run_1/m4.png
The bar under the picture is 50 um long. Supply wires on this layer in gray.
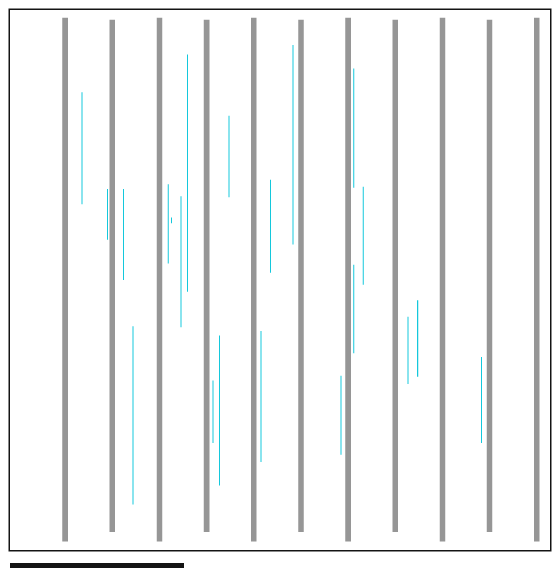
run_1/m2.png
The bar under the picture is 50 um long.
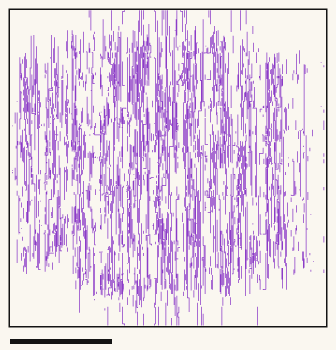
run_1/m1.png
The bar under the picture is 50 um long. Supply wires on this layer in gray.
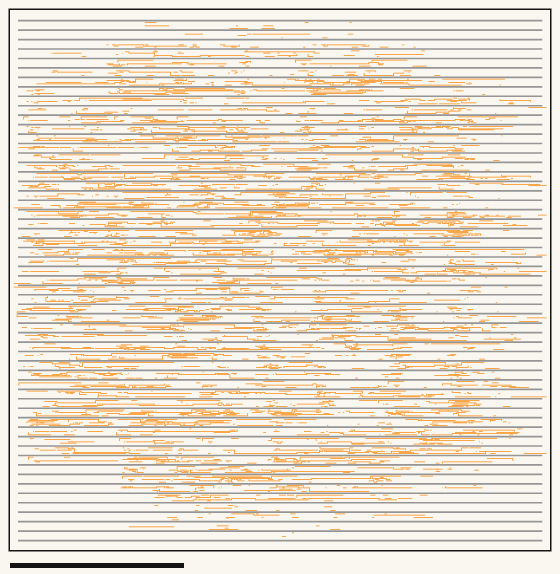
<file path="config.mk">
export PLATFORM = sky130hd
export DESIGN_NAME = dual_port_ram
export DESIGN_NICKNAME = d
export VERILOG_FILES = /design/src/rtl/dual_port_ram.sv
export SDC_FILE = /design/constraint.sdc
export NUM_CORES = 1
export LEC_CHECK = 0
export CORE_MARGIN = 2
export CORE_UTILIZATION = 50
export CTS_CLUSTER_DIAMETER = 60
export CTS_CLUSTER_SIZE = 30
export DETAILED_ROUTE_END_ITERATION = 8
export PLACE_DENSITY = 0.69
export SKIP_LAST_GASP = 1
export SYNTH_ARGS = -nofsm -noshare
export SYNTH_HDL_FRONTEND = slang
export SYNTH_SLANG_ARGS = --single-unit
</file>
<file path="constraint.sdc">
create_clock -name i_clk -period 7.3 [get_ports i_clk]
set_input_delay 1.095 -clock i_clk [delete_from_list [all_inputs] [get_ports i_clk]]
set_output_delay 1.095 -clock i_clk [all_outputs]
set_load 0.05 [all_outputs]
</file>
<file path="src/rtl/dual_port_ram.sv">
// Simple dual-port register-file RAM.
// One synchronous write port and one combinational read port on a single clock.
// The read path has no register, so a FIFO built on top can register its own output.
// The storage is a plain array, so synthesis maps it to distributed/LUT RAM or flops.
module dual_port_ram #(
    parameter int ASIZE = 3,
    parameter int DSIZE = 32
) (
    input  logic             i_clk,
    input  logic             i_rst_n,
    input  logic             i_we,
    input  logic [ASIZE-1:0] i_wr_addr,
    input  logic [ASIZE-1:0] i_rd_addr,
    input  logic [DSIZE-1:0] i_data,
    output logic [DSIZE-1:0] o_data
);

    localparam int DEPTH = 1 << ASIZE;

    logic [DSIZE-1:0] mem_q [DEPTH];

    // Clear every entry on reset; reset outranks a write in the same cycle.
    // Otherwise store the write word at the write address only.
    always_ff @(posedge i_clk) begin
        if (!i_rst_n) begin
            for (int i = 0; i < DEPTH; i++) begin
                mem_q[i] <= '0;
            end
        end else if (i_we) begin
            mem_q[i_wr_addr] <= i_data;
        end
    end

    // Read-before-write: a colliding write becomes visible only after the edge.
    assign o_data = mem_q[i_rd_addr];

endmodule

</file>
==> Slide: Implementation Results, run 1 <==
Implementation Results

Power
  – Sequential power: about 1.7 mW
  – Clock power share: roughly a third
  – Cell internal power dissipation: ~2.3 mW
  – Post-layout total power: 3.148 mW
  – Total combinational power: 0.421 mW
  – Leakage Power: roughly 4.0 nW
  – Areal power density over the cells: 242.4 nW/um2

Place
  – Area of placed instances: 12430 um2
  – Count of input and output buffers: 72
  – DPL Wire Length: 14.03 mm
  – Worst slack, placed: 2.341 ns

GRT
  – Initial antenna violation count: 0
  – Via count of the first global-routing pass: 6816
  – Met3 global-route usage: 2.841%
  – Congestion Overflow GR: 0
  – Maximum number of pins on one net before global-route repair: 80
  – Wire length of the first global-routing pass: 39.79 mm

Yosys
  – Synth Net Count: 770
  – Adders+Majority by Area: 0%
  – Fraction of synthesis flops using an asynchronous set or reset pin: 0%
  – Number of warnings issued by yosys: 0
  – Synthesized flop and latch total: 256
  – Top cells by count, synth: sky130_fd_sc_hd__edfxtp_1, sky130_fd_sc_hd__nor3_1, sky130_fd_sc_hd__clkbuf_1
  – Cells after Synth: between 700 and 800
  – Cell type with the largest total area after synthesis: sky130_fd_sc_hd__edfxtp_1
  – Count of flip-flops with a built-in enable after synthesis: approximately 260
  – Register area share after synthesis: 67.09%
  – Portion of netlist area occupied by mux cells: 17.03%
  – Top area cell types: sky130_fd_sc_hd__edfxtp_1, sky130_fd_sc_hd__nor3_1, sky130_fd_sc_hd__mux4_1
  – Main logic family after synthesis: multiplexers

Layout
  – Multi-input logic area: 3418 um2
  – Filler cell count in the final layout: ~1800
  – Design area: around 13000 um2
  – Final Non-Filler Cells: between 1000 and 1500
  – Registers with the most flip-flops: mem_q (256)
  – Final nets: 804
  – Ant. Diodes: 0
  – Top cells excl fill/tap: sky130_fd_sc_hd__nor3_1, sky130_fd_sc_hd__edfxtp_1, sky130_fd_sc_hd__clkdlybuf4s50_1, sky130_fd_sc_hd__mux4_1, sky130_fd_sc_hd__clkinv_1
  – FFs & Latches: 256
  – Clock buffer instance count of the final layout: 18
  – Area of all sequential standard cells: ~7700 um2
  – Non-clock buffering overhead: 6.493%
  – Signed area change from the synthesized netlist to the final layout: 13.34%
  – Final design utilization: 57.54%

STA
  – Final TNS setup: 0 ns
  – Hold slack: 1.365 ns
  – RSZ-0062 raised after global routing: false
  – Final critical-path required period: roughly 5.0 ns
  – Final worst slack: 2.331 ns
  – Tcrit/Tclk final: 68.07%

Drt
  – First drt pass iteration count: 5
  – Number of design rule violations left after detail routing: 0
  – Number of nets still failing antenna checks after routing: 0
  – Wire length on met2: approximately 13 mm
  – Top Layer Used: met4
  – DRC violation total after the first TritonRoute iteration: 525

Worst setup path
  – Worst path depth: 5
  – Cell type group with the largest total delay on the critical path: buffers and inverters
  – Data arrival time at the worst-slack endpoint: 3.87 ns
  – WS Path Type: input port to output port
  – Critical Path, Cell by Cell: buf_4, buf_4, mux4_1, mux2_2, clkdlybuf4s50_1
  – Cell with the largest stage delay on the worst path: sky130_fd_sc_hd__clkdlybuf4s50_1

Clock tree
  – Count of hold buffers inserted by post-cts repair: 0
  – CTS clock-pin slew for the worst setup and hold paths: 0.10 ns
  – Deepest level of the CTS H-tree: 1
  – Number of buffers inserted by post-CTS setup repair: 0
  – Number of buffers on the longest clock path: 3
  – Clock tree from TritonCTS: done

Floorplanning
  – Rows: 55
  – Total core area: 22570 um2
  – Die width: 155.4 um
  – Die Footprint: 24140 um2

Worst hold path
  – HP Start: i_data[26]
  – Hold depth: 3

Run status
  – Status: finished, final reports clean

Flow run
  – Tally of OpenROAD warnings: 26
## Picture notes: m4.png
wire length on this layer	632 um
nets with wire on the layer	14
main direction	vertical
routed via count: 6753
routed wire length: 25.66 mm

## Picture notes: m2.png
share of all routed wire	51%
wire length on this layer	13100 um
main direction	vertical
met2 track demand over resource in global routing: 37.08%

## Picture notes: m1.png
share of all routed wire	40%
longest straight run	37.7 um
wire length on this layer	10200 um
GR Util met1: 29.53%

==> inputs of run 2 (changes only) <==
--- a/config.mk
+++ b/config.mk
@@ -10,7 +10,7 @@
 export CTS_CLUSTER_DIAMETER = 60
 export CTS_CLUSTER_SIZE = 30
 export DETAILED_ROUTE_END_ITERATION = 8
-export PLACE_DENSITY = 0.69
+export PLACE_DENSITY = 0.72
 export SKIP_LAST_GASP = 1
 export SYNTH_ARGS = -nofsm -noshare
 export SYNTH_HDL_FRONTEND = slang
==> constraint.sdc (replaced) <==
create_clock -name i_clk -period 4.03 [get_ports i_clk]
set_input_delay 0.6045 -clock i_clk [delete_from_list [all_inputs] [get_ports i_clk]]
set_output_delay 0.6045 -clock i_clk [all_outputs]
set_load 0.05 [all_outputs]
run_2/m1.png
The bar under the picture is 50 um long. Supply wires on this layer in gray.
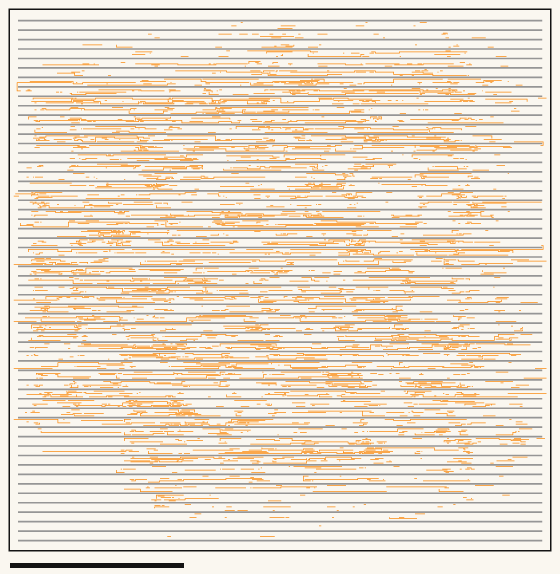
wire length on this layer	10200 um
nets with wire on the layer	775
routed via count: 6646
GR Util met1: 28.85%
routed wire length: 25.26 mm

==> run 2 against run 1 <==
Cell area grew 1.6%. Die area stayed put. Sequential power grew 81%. Critical path type unchanged. Largest power group unchanged.
==> Slide: Implementation Results, run 2 <==
Implementation Results

Floorplanning
  – Die Footprint: between 20000 and 25000 um2
  – Die width: 155.4 um

Place
  – Worst slack, placed: 0.7634 ns
  – Area of placed instances: 12560 um2

STA
  – RSZ-0062 raised after global routing: false
  – Final worst slack: 0.7746 ns
  – Final TNS setup: 0 ns
  – Tcrit/Tclk final: between 80% and 90%
  – Final critical-path required period: 3.255 ns

Layout
  – Final Non-Filler Cells: 1066
  – Final design utilization: 58.44%
  – Top cells excl fill/tap: sky130_fd_sc_hd__nor3_1, sky130_fd_sc_hd__edfxtp_1, sky130_fd_sc_hd__clkdlybuf4s50_1, sky130_fd_sc_hd__mux4_1, sky130_fd_sc_hd__clkinv_1
  – Registers with the most flip-flops: mem_q (256)
  – Design area: 13190 um2
  – Multi-input logic area: approximately 3400 um2
  – Filler cell count in the final layout: between 1500 and 2000
  – Area of all sequential standard cells: 7687 um2
  – Signed area change from the synthesized netlist to the final layout: 15.11%
  – Non-clock buffering overhead: 7.437%

Worst setup path
  – WS Path Type: input port to output port
  – Data arrival time at the worst-slack endpoint: around 2.7 ns
  – Worst path depth: 5
  – Cell with the largest stage delay on the worst path: sky130_fd_sc_hd__clkdlybuf4s50_1

Drt
  – Wire length on met2: 13.01 mm
  – First drt pass iteration count: 5
  – Number of nets still failing antenna checks after routing: 0
  – Top Layer Used: met4
  – Number of design rule violations left after detail routing: 0

Power
  – Total combinational power: around 0.78 mW
  – Areal power density over the cells: 440.3 nW/um2
  – Post-layout total power: 5.807 mW
  – Leakage Power: 4.080 nW
  – Clock power share: 32.7%
  – Cell internal power dissipation: between 4 and 5 mW
  – Sequential power: roughly 3.1 mW

GRT
  – Initial antenna violation count: 0
  – Met3 global-route usage: 2.869%
  – Via count of the first global-routing pass: 7020
  – Congestion Overflow GR: 0

Clock tree
  – Count of hold buffers inserted by post-cts repair: 0
  – Deepest level of the CTS H-tree: 1
  – Clock tree from TritonCTS: done
  – Number of buffers inserted by post-CTS setup repair: 0
  – CTS clock-pin slew for the worst setup and hold paths: 0.09 ns

Yosys
  – Portion of netlist area occupied by mux cells: 17.03%
  – Register area share after synthesis: 67.09%
  – Adders+Majority by Area: 0%
  – Count of flip-flops with a built-in enable after synthesis: 256
  – Cell type with the largest total area after synthesis: sky130_fd_sc_hd__edfxtp_1

Worst hold path
  – Hold depth: 3

Flow run
  – Tally of OpenROAD warnings: 26

Run status
  – Status: finished, final reports clean
run_2/m2.png
The bar under the picture is 50 um long.
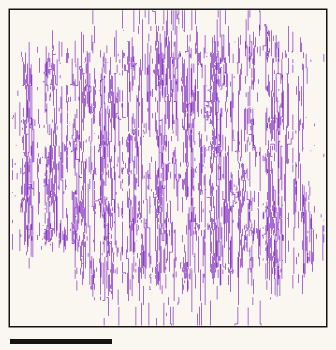
longest straight run	72.4 um
main direction	vertical
share of all routed wire	51%
met2 track demand over resource in global routing: 37.38%

Power and IR drop assume default switching activity.
